--- config.mk ---
export PLATFORM = sky130hd
export DESIGN_NAME = h14tx_period_scheduler
export DESIGN_NICKNAME = d
export VERILOG_FILES = /design/src/rtl/h14tx_pkg.sv /design/src/rtl/h14tx_delay_line.sv /design/src/rtl/h14tx_period_scheduler.sv
export SDC_FILE = /design/constraint.sdc
export NUM_CORES = 1
export LEC_CHECK = 0
export ABC_AREA = 1
export CORE_ASPECT_RATIO = 0.9
export CORE_UTILIZATION = 60
export DETAILED_ROUTE_END_ITERATION = 12
export HOLD_SLACK_MARGIN = 0.08
export PLACE_DENSITY_LB_ADDON = 0.3
export SYNTH_ARGS = -nofsm -noshare
export SYNTH_HDL_FRONTEND = slang
export SYNTH_SLANG_ARGS = --single-unit
--- constraint.sdc ---
create_clock -name clk -period 31.5 [get_ports clk]
set_input_delay 6.3 -clock clk [delete_from_list [all_inputs] [get_ports clk]]
set_output_delay 6.3 -clock clk [all_outputs]
set_load 0.02 [all_outputs]
--- src/rtl/h14tx_pkg.sv ---
// Shared types and constants for the HDMI 1.4 transmit period path.
package h14tx_pkg;

  typedef logic [7:0] video_t;
  typedef video_t [2:0] pixel_t;

  typedef enum logic [1:0] {
    CONTROL  = 2'd0,
    PREAMBLE = 2'd1,
    GUARD    = 2'd2,
    VIDEO    = 2'd3
  } period_t;

  // CTL[3:0] patterns that announce the period following the preamble.
  localparam logic [3:0] H14TX_PREAMBLE_VIDEO = 4'b0001;
  localparam logic [3:0] H14TX_PREAMBLE_DATA  = 4'b0101;

endpackage

--- src/rtl/h14tx_delay_line.sv ---
// Fixed-depth register shift line with asynchronous clear.
module h14tx_delay_line #(
  parameter int DATA_W = 1,
  parameter int STAGES = 1
) (
  input  logic              clk,
  input  logic              rst,
  input  logic [DATA_W-1:0] din,
  output logic [DATA_W-1:0] dout
);

  logic [DATA_W-1:0] line_p [STAGES];

  // Shift every stage by one each clock; reset discards all content.
  always_ff @(posedge clk or posedge rst) begin
    if (rst) begin
      for (int i = 0; i < STAGES; i++) line_p[i] <= '0;
    end else begin
      line_p[0] <= din;
      for (int i = 1; i < STAGES; i++) line_p[i] <= line_p[i-1];
    end
  end

  assign dout = line_p[STAGES-1];

endmodule

--- src/rtl/h14tx_period_scheduler.sv ---
// Video period scheduler: delays pixel/sync/DE so each qualified active line
// is preceded by a video preamble and leading guard band, and tags each
// output cycle with its period, CTL pattern and encoder active_n.
// Optional build macro H14TX_PERIOD_SCHED_STATUS_EN adds a saturating
// short-blank event counter with a synchronous clear.
module h14tx_period_scheduler
  import h14tx_pkg::*;
#(
  parameter int PREAMBLE_LEN = 8,
  parameter int GUARD_LEN    = 2
) (
  input  logic        clk,
  input  logic        rst,
  input  logic        de,
  input  logic        hsync,
  input  logic        vsync,
  input  logic [23:0] pixel,
  output logic [1:0]  period,
  output logic [3:0]  ctl,
  output logic        hsync_o,
  output logic        vsync_o,
  output logic [23:0] pixel_o,
  output logic        active_n,
`ifdef H14TX_PERIOD_SCHED_STATUS_EN
  input  logic        status_clr,
  output logic [15:0] short_blank_cnt,
`endif
  output logic        short_blank
);

  localparam int LOOKAHEAD = PREAMBLE_LEN + GUARD_LEN;
  localparam int CNT_W     = $clog2(LOOKAHEAD + 1);
  localparam int DLY_W     = 4 + 24;

  localparam logic [CNT_W-1:0] LOOK_C = CNT_W'(LOOKAHEAD);
  localparam logic [CNT_W-1:0] PRE_C  = CNT_W'(PREAMBLE_LEN - 1);
  localparam logic [CNT_W-1:0] GRD_C  = CNT_W'(GUARD_LEN - 1);

  // Input stage: low-run length and previous DE for rise qualification.
  logic [CNT_W-1:0] low_run_p0;
  logic             de_p0;
  logic             qual;

  // A rise is qualified only when enough blanking precedes it to fit the
  // whole preamble plus guard band ahead of the delayed first pixel.
  assign qual = de & ~de_p0 & (low_run_p0 >= LOOK_C);

  // Track consecutive low DE cycles, saturating at the lookahead depth.
  always_ff @(posedge clk or posedge rst) begin
    if (rst) begin
      low_run_p0 <= '0;
      de_p0      <= 1'b0;
    end else begin
      de_p0 <= de;
      if (de)
        low_run_p0 <= '0;
      else if (low_run_p0 != LOOK_C)
        low_run_p0 <= low_run_p0 + 1'b1;
    end
  end

  // Delay stage: qual tag travels with its sample down to the output tap.
  logic [DLY_W-1:0] tap_p1;
  logic             tap_qual;
  logic             tap_de;
  logic             tap_hs;
  logic             tap_vs;
  logic [23:0]      tap_px;

  h14tx_delay_line #(
    .DATA_W (DLY_W),
    .STAGES (LOOKAHEAD)
  ) u_dly (
    .clk  (clk),
    .rst  (rst),
    .din  ({qual, de, hsync, vsync, pixel}),
    .dout (tap_p1)
  );

  assign {tap_qual, tap_de, tap_hs, tap_vs, tap_px} = tap_p1;

  // Period FSM: qualified rises are seen at the delay-line input, exactly
  // LOOKAHEAD stages ahead of the tap; VIDEO follows the delayed DE.
  period_t          state_q, state_d;
  logic [CNT_W-1:0] cnt_q, cnt_d;
  logic             sb_d;

  // State and period-length counter registers.
  always_ff @(posedge clk or posedge rst) begin
    if (rst) begin
      state_q <= CONTROL;
      cnt_q   <= '0;
    end else begin
      state_q <= state_d;
      cnt_q   <= cnt_d;
    end
  end

  // Next-state logic and short-blank detection.
  always_comb begin
    state_d = state_q;
    cnt_d   = cnt_q;
    sb_d    = 1'b0;
    unique case (state_q)
      CONTROL: begin
        if (tap_de) begin
          // A line reaching the tap with no preamble started was unqualified.
          state_d = VIDEO;
          sb_d    = ~tap_qual;
        end else if (qual) begin
          state_d = PREAMBLE;
          cnt_d   = PRE_C;
        end
      end
      PREAMBLE: begin
        if (cnt_q == '0) begin
          state_d = GUARD;
          cnt_d   = GRD_C;
        end else begin
          cnt_d = cnt_q - 1'b1;
        end
      end
      GUARD: begin
        if (cnt_q == '0)
          state_d = VIDEO;
        else
          cnt_d = cnt_q - 1'b1;
      end
      VIDEO: begin
        // A blank of exactly LOOKAHEAD cycles needs the next preamble to
        // start right where this line ends, with no CONTROL in between.
        if (!tap_de) begin
          if (qual) begin
            state_d = PREAMBLE;
            cnt_d   = PRE_C;
          end else begin
            state_d = CONTROL;
          end
        end
      end
      default: state_d = CONTROL;
    endcase
  end

  // Output stage: delayed sync/pixel plus period-derived tags.
  always_ff @(posedge clk or posedge rst) begin
    if (rst) begin
      hsync_o     <= 1'b0;
      vsync_o     <= 1'b0;
      pixel_o     <= '0;
      ctl         <= '0;
      active_n    <= 1'b1;
      short_blank <= 1'b0;
    end else begin
      hsync_o     <= tap_hs;
      vsync_o     <= tap_vs;
      pixel_o     <= tap_px;
      ctl         <= (state_d == PREAMBLE) ? H14TX_PREAMBLE_VIDEO : 4'b0000;
      active_n    <= (state_d != VIDEO);
      short_blank <= sb_d;
    end
  end

  assign period = state_q;

`ifdef H14TX_PERIOD_SCHED_STATUS_EN
  // Saturating short-blank event counter; clear wins over a coincident pulse.
  always_ff @(posedge clk or posedge rst) begin
    if (rst)
      short_blank_cnt <= '0;
    else if (status_clr)
      short_blank_cnt <= '0;
    else if (sb_d && (short_blank_cnt != 16'hFFFF))
      short_blank_cnt <= short_blank_cnt + 16'd1;
  end
`endif

endmodule

Figure 1. Placed cells, one color a class (run 1).
Scale: 3 px per micron.
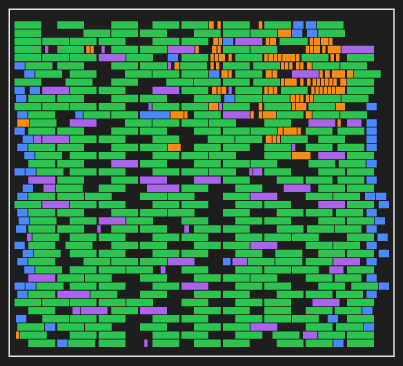
purple -> clock drivers and dummy loads  # cells 53, share of their area 9.5%
green -> sequential cells  # cells 319, share of their area 79%
blue -> remaining buffers and delay cells  # cells 62, share of their area 6.3%
orange -> combinational and other logic  # cells 102, share of their area 5.4%

Figure 2. Wires at chosen ports, followed through buffers (run 1).
Scale: 2 px per micron.
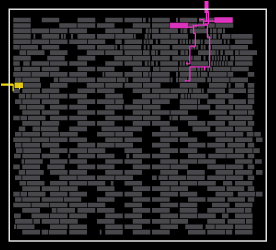
magenta -> `period`  # bits 2, direction output, edge top, end cells 2, buffers 2, wire 117 microns
yellow -> `rst`  # bits 1, direction input, edge left, end cells 1, buffers 1, wire 6.40 microns

==> run notes, run 1 <==
The flow completed. No sink is reached through more buffers than the 3 on the longest clock path. Clock network fraction of total power landed at 39.4%. Die outline width landed at 128 microns. AND-OR/OR-AND share of the synthesized area landed at 0.630%. For this run, the final setup violation count is recorded as 0. After synthesis, the cell types taking the most area are sky130_fd_sc_hd__dfrtp_1 93%, sky130_fd_sc_hd__nand2_1 1.3%, sky130_fd_sc_hd__ha_1 1.2%.

Maximum single-stage delay on the critical path landed at 0.92 ns. sky130_fd_sc_hd__dfrtp_1 takes more of the synthesized area than any other cell. Yosys reports that the most numerous cell types are 318 x sky130_fd_sc_hd__dfrtp_1, 30 x sky130_fd_sc_hd__nand2_1, 18 x sky130_fd_sc_hd__inv_1. The sequential power reported by the tool is 0.447 mW. Shortest clock period the worst path allows after layout landed at 8.79 ns.

Setup repair after global routing left no endpoint under its margin. According to the timing report, the critical path is launched from rst. Measured slew at the worst slew-check pin landed at 1.11 ns. The library cell used most frequently in the layout, excluding fill and tap cells, is sky130_fd_sc_hd__dfrtp_1. The critical path contains buffers and inverters numbering 5 combined. Number of clock sinks landed at 319. Fraction of post-synthesis cell area in the top cell type by area landed at 93.2%.

Cell depth of the worst setup path landed at 5. Register cell area after layout landed at 7980 sq um. Post-placement setup slack landed at 21.78 ns. The worst setup path is captured at an asynchronous set/reset pin. The report counts max-capacitance violations totalling 0.

Hold analysis lists the worst path endpoint as u_dly.line_p[227]. Fraction of power spent switching nets landed at 24.3%. Power attributed to the clock group is 0.349 mW.

Following the worst setup path forward leads to its endpoint at u_dly.line_p[86]. The type recorded for the worst min-delay path is flip-flop to flip-flop. OpenROAD emitted warnings numbering 36. Final worst-path setup slack landed at 22.71 ns. Synthesized instance count landed at 422. Summed over all layers, the global routing overflow is 0. In this run the most used layer during global routing was met2. For reference, the top logic cell family by area is simple AND/OR/NAND/NOR gates. The final layout report lists a filler cell count of 702. Yosys mapped the design onto 24 distinct sky130hd cell types. TritonCTS built the clock tree.

Critical-path maximum fanout landed at 128. Per Yosys stat, the portion of area used by sequential elements is 93.5%. Combinational-cell power consumption landed at 0.0898 mW. Share of the clock period used by the worst path landed at 27.9%. Met1 layer wirelength in the final routing landed at 5590 microns. Post-route worst hold slack landed at 0.329 ns. Per the CTS log, the root buffer master is sky130_fd_sc_hd__clkbuf_16. Net switching power landed at 0.216 mW. After legalization and detailed placement, the total HPWL measured 6280 microns. Buffer count excluding the clock tree in the final layout landed at 62.

In the detailed route, the total length drawn on met3 is 731 microns. Latest clock arrival within the worst-skew pair landed at 0.55 ns. In this run the most critical hold path is launched from u_dly.line_p[255]. Number of vias in the routed layout landed at 3468. Chip height landed at 115 microns. Met3 layer usage reported by global route landed at 3.63%. Number of buffers added to fix hold violations after cts landed at 0. In this run the critical register-to-register path is captured at cnt_q[2].

Number of rows in the core area landed at 40. Final wirelength landed at 13700 microns. Average wire length per cell after detail routing landed at 18.8 microns.

Per the synthesis report, the simple-gate share of the synthesized area is 3.16%. Per the timing report, the most critical flop-to-flop path originates at period[0]. The highest layer touched by signal routing is met4. TritonCTS created 29 clock buffers. Adder-cell share of the synthesized area landed at 1.17%. Proportion of synthesized flip-flops having asynchronous set or reset landed at 100%.

Critical path data arrival time landed at 9.26 ns. The register with the most flip-flops in the final layout is u_dly.line_p. Per the Yosys statistics, synthesis produced 422 cells. Antenna diode instance count landed at 0. The power report attributes to the sequential group a share of 50.5%.

The number of multi-input combinational cells in the layout is 81. Number of cells in the design after placement landed at 671. Maximum ir drop on the vdd rail landed at 0.0503 mV.

Post-layout instance count excluding filler cells landed at 725. Multi-input combinational cell area landed at 462 sq um. Depth of the most critical reg-to-reg path landed at 8. Count of final hold-check violations landed at 0. The report lists the number of cells resized after CTS as 0. The via count of the first global-routing pass is 3979. The clock buffers instantiated in the layout total 43.

Area inside the core boundary landed at 13600 sq um. In the synthesized netlist, mux cells make up 0% of the area. Number of enable flip-flop cells landed at 0. The layout has 21 inverters outside the clock class. Starting utilization of the core area landed at 62.7%. Pins over their slew limit in the final report were tallied at 0. The slew check shows that the tightest pin keeps a relative margin of 26.0%. For this block, the initial DRC count from the detailed router was 252. Timing-limited maximum frequency landed at 114 MHz. Average via count per standard cell landed at 4.78. Per the CTS log, the maximum H-tree level is 1. The largest part of the power goes to sequential cells.

Number of remaining DRC errors landed at 0. Internal power consumption landed at 0.671 mW. Total negative slack for setup checks landed at 0 ns. In this design, the critical path's most frequently occurring cell is sky130_fd_sc_hd__buf_4. Register clock-pin slew on the reported worst setup and hold paths landed at 0.08 ns. Power per cell area landed at 85.6 nW/um^2. Combinational cells account for 10.1% of the total power. Yosys synthesis warning count landed at 0. Counting flops and latches in the post-synthesis netlist gives 319. Met2 track demand over resource in global routing landed at 34.3%. Cells with a size suffix above 1 make up 11.4% of the layout.

Worst clock skew on the final layout landed at 0.0223 ns. Net count of the finished layout landed at 551. Yosys chip area landed at 8540 sq um.

In this run the static leakage power is 4.79 nW. Among all cell types in the netlist, the one instantiated most often is sky130_fd_sc_hd__dfrtp_1. Logic share of the area landed at 4.46%. Count of boundary I/O pins landed at 63. Global-route wire length before repair landed at 21700 microns. The die covers 14700 sq um. The completed layout was analyzed and its total power is 0.887 mW. Flip-flop count of the largest register after layout landed at 252. Largest net degree at the start of global routing landed at 129.

The critical path in this run is classified as input port to asynchronous set/reset pin. The critical path's slowest stage uses the library cell sky130_fd_sc_hd__buf_4. STA classifies the critical path startpoint as an input port. Counting instances, the worst hold path has a depth of 0.

In the final design, more cell area goes to registers than to any other class. Per STA, the worst path is made up of clkdlybuf4s50_1, inv_8, buf_4, buf_16, buf_4. The placement summary gives the final routability congestion estimate as 0.638. Number of port buffers landed at 59. Total standard cell area after synthesis landed at 8540 sq um.

For this run, the leading register cell type out of synthesis is sky130_fd_sc_hd__dfrtp_1. In this run the layout overhead on the synthesized area is reported as 21.3%. In the layout the commonest cells are 318 x sky130_fd_sc_hd__dfrtp_1, 59 x sky130_fd_sc_hd__clkdlybuf4s50_1, 30 x sky130_fd_sc_hd__nand2_1. In this run the mean area of a mapped cell was 20.2 sq um.

Post-placement cell area landed at 9370 sq um. Final standard cell area without fillers landed at 10400 sq um. Worst path required time landed at 31.97 ns.

Per the post-route antenna check, the number of violating nets is 0. The run finished with clean final reports. Summed over all routing layers, the global router reports a total usage of 20.4%. For met1 alone, demand over resource in global routing was 27.6%. Final-layout clock-cell area share landed at 9.25%. The cell family contributing the most delay on the critical path is buffers and inverters. The synthesized netlist devotes 0.308% of its cell area to XOR and XNOR gates. Non-clock buffers make up 6.11% of the layout cell area. In the detailed route, the total length drawn on met2 is 6950 microns.
Figure 3. Cell outlines without signal wires (run 1).
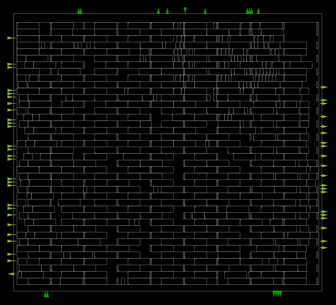
Tapcell Cnt: 189
Seq Cell Count: 319
register fraction of the total cell area: 77.1%
final standard cell utilization of the core: 76.1%

--- run 2 (diff from run 1) ---
CORE_UTILIZATION = 56   (was 60)
clock period = 9.15 ns   (was 31.5 ns; I/O delays follow)
==> run notes, run 2 <==
The flow completed. Final worst-path setup slack landed at 5.31 ns. In the Yosys report, the sequential cells make up 93.5% of the chip area. The worst setup path is captured at an asynchronous set/reset pin.

According to the timing report, the arrival time at the worst endpoint equals 4.31 ns. For the worst reg-to-reg path, the endpoint reported by OpenROAD is cnt_q[2]. Number of cells on the worst hold path landed at 0. Number of port buffers landed at 59. In the final report, the number of hold violations comes to 0.

According to the floorplan report, the die height is 119 microns. Area share of and/or/nand/nor cells after synthesis landed at 3.16%. After synthesis, the chip area reported by Yosys is 8540 sq um. Among all flip-flop cells after synthesis, the most frequent one is sky130_fd_sc_hd__dfrtp_1.

Share of the clock period used by the worst path landed at 42.0%. Met1 global-route usage landed at 23.3%. Post-route worst hold slack landed at 0.343 ns. The worst setup path is launched from an input port.

Met2 track demand over resource in global routing landed at 27.2%. Summed over the clock group, the power is 1.23 mW. Final standard cell area without fillers landed at 10400 sq um. The timing report lists the critical path depth as 4 cells. Summing the areas of all compound-gate instances in the mapped netlist gives 0.630% of the synthesized area. The floorplan step set the die width to 132 microns.

The final layout report lists a filler cell count of 830. Static leakage landed at 4.82 nW. In the synthesized netlist, mux cells make up 0% of the area. The endpoint of the worst hold path is reported as u_dly.dout[0]. Once placement finished, the instance area stood at 9390 sq um. Number of buffers inserted during clock tree synthesis landed at 28.

Looking at the setup timing report, the critical path kind is input port to asynchronous set/reset pin. Among all stages on the critical path, the largest delay is contributed by sky130_fd_sc_hd__buf_4. Across the routed clock network, the largest skew measured is 0.00799 ns. Register cell area after layout landed at 7980 sq um. For this run, the script counts the antenna cells in the layout as 0. Of the cells placed in the final design, the portion with a size suffix greater than 1 is 12.5%. Per the Yosys statistics, synthesis produced 422 cells. The DRC violation total left in the routed layout is recorded as 0.

At the end of the flow, the number of nets in the layout was 549. Grouping non-sequential cells by family puts the most area in simple AND/OR/NAND/NOR gates. Layout-stage area growth over the synthesis result landed at 21.9%.

Total standard cell area after synthesis landed at 8540 sq um. Power after layout landed at 3.06 mW. For the sequential group, total power comes out at 1.54 mW.

The design received a total of 198 well taps at floorplan. Amount of wire on met2 after detailed routing landed at 5890 microns. On met3, the global router reports a usage of 3.45%. Final tally of setup violations landed at 0. Fraction of power spent switching nets landed at 23.0%.

Per the CTS log, the buffer count on the longest clock path is 3. There are 319 flip-flops and latches. The power report attributes to the clock group a share of 40.3%. Yosys synthesis warning count landed at 0. Per report_power, the combinational group accounts for 9.5% of the total. Post-layout instance count excluding filler cells landed at 732.

Power attributed to combinational cells is 0.291 mW. For this design, the CTS-stage hold fixing added 0 buffers. The run finished with clean final reports. The via count of the first global-routing pass was 3852. After detailed placement, the design holds a cell count of 680. Synthesized instance count landed at 422. After detailed routing, the met3 layer carries 519 microns of wire. The power report lists cell-internal power as 2.36 mW.

By area the synthesized netlist is led by sky130_fd_sc_hd__dfrtp_1 93%, sky130_fd_sc_hd__nand2_1 1.3%, sky130_fd_sc_hd__ha_1 1.2%. After synthesis, the netlist uses 24 different library cells. Entering global routing, the biggest net connects 226 pins. After global routing the overflow that remains totals 0. The biggest slice of the area belongs to registers. Summed over all instances, the cell type with the most area after synthesis is sky130_fd_sc_hd__dfrtp_1. The library cells used most frequently in the layout, excluding fill and tap cells, are 318 x sky130_fd_sc_hd__dfrtp_1, 59 x sky130_fd_sc_hd__clkdlybuf4s50_1, 30 x sky130_fd_sc_hd__nand2_1.

Proportion of synthesized flip-flops having asynchronous set or reset landed at 100%. Overall routing resource usage recorded by global route was 16.8%. The detailed router finished its first iteration with 211 violations.

The area taken by multi-input combinational cells is reported as 462 sq um. Before placement the cells fill 57.6% of the core. According to the floorplan report, the total die area is 15700 sq um. Fraction of post-synthesis cell area in the top cell type by area landed at 93.2%. Sequential fraction of design power landed at 50.2%.

The detailed router used layers up to and including met4. Per STA, the worst path is made up of clkdlybuf4s50_1, clkinvlp_4, buf_12, buf_4. In this run the power spent charging and discharging nets is 0.703 mW. According to the timing report, the critical path is captured at u_dly.dout[4]. Clock tree buffer count of the final layout landed at 39. Setup repair after global routing left no endpoint under its margin. The kind of cell with the highest combined delay along the critical path is buffers and inverters. The timing report notes that buffer and inverter cells on the critical path total 4.

Average via count per standard cell landed at 4.59. The number of maximum-capacitance violations recorded for the run is 0. Total negative slack for setup checks landed at 0 ns. At the later pin of the worst-skew pair, clock insertion delay measures 0.52 ns. For the pin with the worst max-slew slack, the measured transition is 1.12 ns. Measured on the final layout, the clock distribution area share stands at 9.75%.

Total power normalized to cell area comes to 294 nW/um^2. In this run the worst path has a maximum fanout of 225. Number of multi-input combinational cells in the layout landed at 81. In this run the most critical hold path is launched from u_dly.line_p[28]. Maximum ir drop on the vdd rail landed at 0.162 mV. The register with the most flip-flops in the final layout is u_dly.line_p. Average wire length per cell after detail routing landed at 16.0 microns. Among logic cells in the layout, the one with the most instances is sky130_fd_sc_hd__dfrtp_1. Adder-cell share of the synthesized area landed at 1.17%. Number of rows in the core area landed at 42. The min-delay analysis places its worst path in the category flip-flop to flip-flop. Shortest clock period the worst path allows after layout landed at 3.84 ns.
Figure 4. Metal 1 (run 2).
Scale: 4 px per micron. Supply wires on this layer in gray. Cells faint in the background.
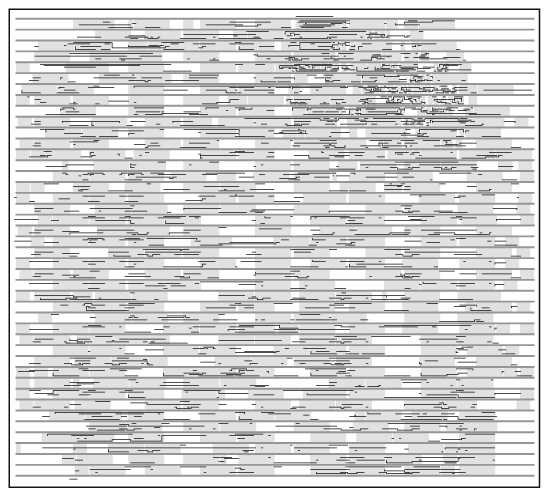
longest straight run = 53.4 microns
wire length on this layer = 5020 microns
nets with wire on the layer = 492
share of all routed wire = 43%
main direction = horizontal

Figure 5. Wires at chosen ports, followed through buffers (run 2).
Scale: 2 px per micron.
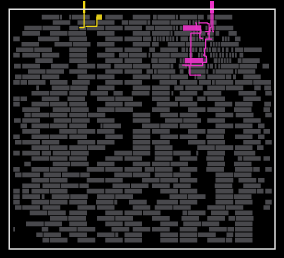
magenta -> `period`  # bits 2, direction output, edge top, end cells 2, buffers 2, wire 117 microns
yellow -> `rst`  # bits 1, direction input, edge top, end cells 1, buffers 1, wire 21.2 microns

Figure 6. Placement density heat map (run 2).
Scale: 3 px per micron. The die is cut into 13 by 12 equal tiles; dark blue is low, red is high, 0 to 100% covered.
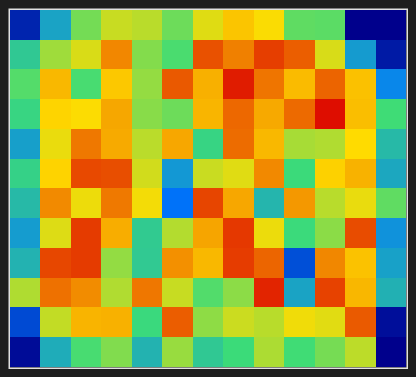
fullest tile = 99%
tiles over 75% full = 40%
mean over tiles = 65%
nearly empty tiles = 1.9%
final standard cell utilization of the core: 70.2%
area of the core region: 14800 sq um

--- run 3 (diff from run 2) ---
clock period = 3.94 ns   (was 9.15 ns; I/O delays follow)
==> run notes, run 3 <==
The flow completed. The run finished with clean final reports. STA lists the endpoint of the worst register-to-register path as cnt_q[1]. For the final routed database, the setup TNS stands at 0 ns. Walking the worst path, the cells encountered are clkdlybuf4s50_1. Looking at the critical path, the highest net fanout was 1.

In the finished design, the share of the clock period the worst path needs comes to 61.3%. Looking at the global route congestion table, the highest-usage layer is met2. Relative slew slack landed at 34.4%.

Chip height landed at 119 microns. The switching component of the power was reported as 1.64 mW. The synthesis stats list as the most numerous cell sky130_fd_sc_hd__dfrtp_1. Average via count per standard cell landed at 4.61. In the synthesized netlist, the cells that appear most often are 318 x sky130_fd_sc_hd__dfrtp_1, 30 x sky130_fd_sc_hd__nand2_1, 18 x sky130_fd_sc_hd__inv_1.

Initial detailed-routing violation count landed at 234. Via count of the first global-routing pass landed at 3875. At the pin with the least slew margin, the transition time is 0.982 ns. The detailed placer reported the number of placed instances as 684.

Yosys stat cell total landed at 422. Count of instances resized after the clock tree is built landed at 0. Critical path data arrival time landed at 1.63 ns. Sequential fraction of design power landed at 51.2%. After the flow finishes, the layout carries non-filler instances totaling 735. Yosys chip area landed at 8540 sq um.

TritonCTS built the clock tree. Area share of and/or/nand/nor cells after synthesis landed at 3.16%. The internal portion of the total power is 5.33 mW. For this floorplan the total number of well-tap instances is 198. The timing report gives the clock slew at the launch and capture registers of the worst setup and hold paths as 0.07 ns. Total congestion overflow landed at 0.

The filler cells instantiated in the layout total 871. The most critical setup path has its endpoint at active_n. Flip-flop count of the largest register after layout landed at 252. After layout, the minimum clock period comes to 2.41 ns. On the final layout, the worst hold slack is 0.338 ns. After synthesis, the largest area contributor takes up 93.2% of total cell area. Static leakage landed at 4.82 nW. Per the breakdown, switching nets consume 23.5% of all power.

Latest clock arrival within the worst-skew pair landed at 0.53 ns. In this run the number of H-tree levels came out at 1. Xor/xnor cell area share of the yosys netlist landed at 0.308%.

Count of distinct cell types in the synthesized netlist landed at 24. Combinational-cell power consumption landed at 0.679 mW. The synthesized design contains 0 enable-type register cells. Power of the clock network landed at 2.73 mW.

Entering global routing, the biggest net connects 96 pins. The routed layout has 3392 vias. Layout-stage area growth over the synthesis result landed at 21.9%.

The design has 319 sequential cells. For this run, the script counts the antenna cells in the layout as 0. Counting only logic cells after layout, the most numerous master is sky130_fd_sc_hd__dfrtp_1. The main area contributors are sky130_fd_sc_hd__dfrtp_1 93%, sky130_fd_sc_hd__nand2_1 1.3%, sky130_fd_sc_hd__ha_1 1.2%. Per the layout area report, the register area comes to 7980 sq um.

Number of port buffers landed at 59. For this block, wires on met1 add up to 4920 microns. No sink is reached through more buffers than the 3 on the longest clock path. Ranking logic cells in the layout by count gives the top entries 318 x sky130_fd_sc_hd__dfrtp_1, 59 x sky130_fd_sc_hd__clkdlybuf4s50_1, 30 x sky130_fd_sc_hd__nand2_1. Sequential logic power landed at 3.57 mW. The biggest slice of the area belongs to registers. Per the final layout report, the fraction of cells sized above drive strength 1 comes to 12.7%. Multi-input combinational cell area landed at 462 sq um.

The cell family contributing the most delay on the critical path is buffers and inverters. The tool flagged a number of max-cap violations equal to 0. Timing-limited maximum frequency landed at 414 MHz. Count of boundary I/O pins landed at 63. Counting flops per register, the top entry is u_dly.line_p.

Combinational power share landed at 9.7%. Buffer count excluding the clock tree in the final layout landed at 65. Of the total standard cell area in the layout, the multi-input combinational portion is 4.44%.

Among all stages on the critical path, the maximum delay recorded is 0.59 ns. Final-layout clock-cell area share landed at 9.20%. Looking at the clock tree report, the root buffer type is sky130_fd_sc_hd__clkbuf_16. Sorting the Yosys area breakdown by cell type puts at the top sky130_fd_sc_hd__dfrtp_1. After legalization and detailed placement, the total HPWL measured 5850 microns. Once routing completed, OpenROAD measured the worst setup slack at 1.53 ns. The timing report notes that buffer and inverter cells on the critical path total 1.

After layout, the setup clock skew is reported as 0.0195 ns. Per the detailed-route log, wirelength across all metal layers totals 11700 microns. After technology mapping, the gate count stands at 422. Worst path required time landed at 3.15 ns. The flow reports that the clock network draws 39.1% of the design power. Looking at the setup timing report, the critical path kind is flip-flop to output port. Counting every sink on the clock net gives 319.

Non-clock buffering takes up 6.47% of total cell area after layout. Per the finish-stage timing summary, setup violations number 0. Number of warnings in the stage logs landed at 32. Power comes to 6.98 mW. Count of final hold-check violations landed at 0. Number of remaining DRC errors landed at 0. The first global-routing pass estimated 19900 microns of wire. For met3 alone, demand over resource in global routing was 3.36%.

Met2 track demand over resource in global routing landed at 27.8%. Tracing the worst setup path back leads to its startpoint at active_n. STA classifies the critical path endpoint as an output port. Cell depth of the worst setup path landed at 1.

Number of register bits inferred by synthesis landed at 319. AND-OR/OR-AND share of the synthesized area landed at 0.630%. Chip area landed at 15700 sq um.

Amount of wire on met2 after detailed routing landed at 6040 microns. Setup repair after global routing left no endpoint under its margin. Adder-cell share of the synthesized area landed at 1.17%. Clock tree buffer count of the final layout landed at 41. Tally of nets with antenna violations remaining after routing landed at 0. Depth of the most critical reg-to-reg path landed at 8. Post-placement setup slack landed at 1.52 ns. CTS added clock buffers totalling 28. Number of multi-input combinational cells in the layout landed at 81. In the final design database the tool counted 553 nets. Note that the worst hold path type here is flip-flop to flip-flop. The global routing report lists combined usage of all routing layers as 16.6%. Sequential fraction of the synthesis area landed at 93.5%. The slowest stage of the critical path belongs to the cell sky130_fd_sc_hd__clkdlybuf4s50_1.

Global placer's final weighted congestion landed at 0.633. For this run, asynchronously set or reset flops after synthesis account for 100%. Die outline width landed at 132 microns. STA lists the startpoint of the worst register-to-register path as period[0]. After synthesis, the mean cell area works out to 20.2 sq um. For this run, the leading register cell type out of synthesis is sky130_fd_sc_hd__dfrtp_1. In the power breakdown, the biggest contributor is sequential cells. The final max-slew violation count recorded for this run is 0.

Number of cells on the worst hold path landed at 0.
Figure 7. Placement density heat map (run 3).
Scale: 3 px per micron. The die is cut into 13 by 12 equal tiles; dark blue is low, red is high, 0 to 100% covered.
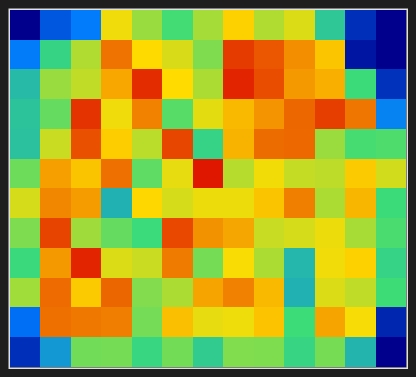
tiles over 75% full = 37%
nearly empty tiles = 2.6%
fullest tile = 98%
mean over tiles = 65%
final standard cell utilization of the core: 70.2%
starting density of the core: 57.6%

Figure 8. Wires at chosen ports, followed through buffers (run 3).
Scale: 2 px per micron.
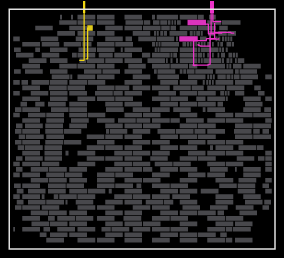
yellow -> `rst`  # bits 1, direction input, edge top, end cells 1, buffers 1, wire 43.8 microns
magenta -> `period`  # bits 2, direction output, edge top, end cells 2, buffers 2, wire 116 microns

Figure 9. Placed cells, one color a class (run 3).
Scale: 3 px per micron.
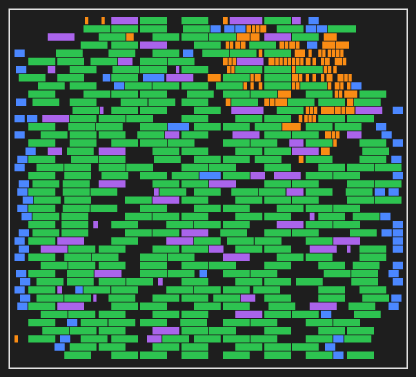
blue -> remaining buffers and delay cells  # cells 65, share of their area 6.6%
orange -> combinational and other logic  # cells 102, share of their area 5.4%
green -> sequential cells  # cells 319, share of their area 79%
purple -> clock drivers and dummy loads  # cells 51, share of their area 9.4%
register fraction of the total cell area: 76.7%
FP Rows: 42
summed area of non-filler cells in the final layout: 10400 sq um

No activity file was given, so power comes from the tool's default toggle rates.
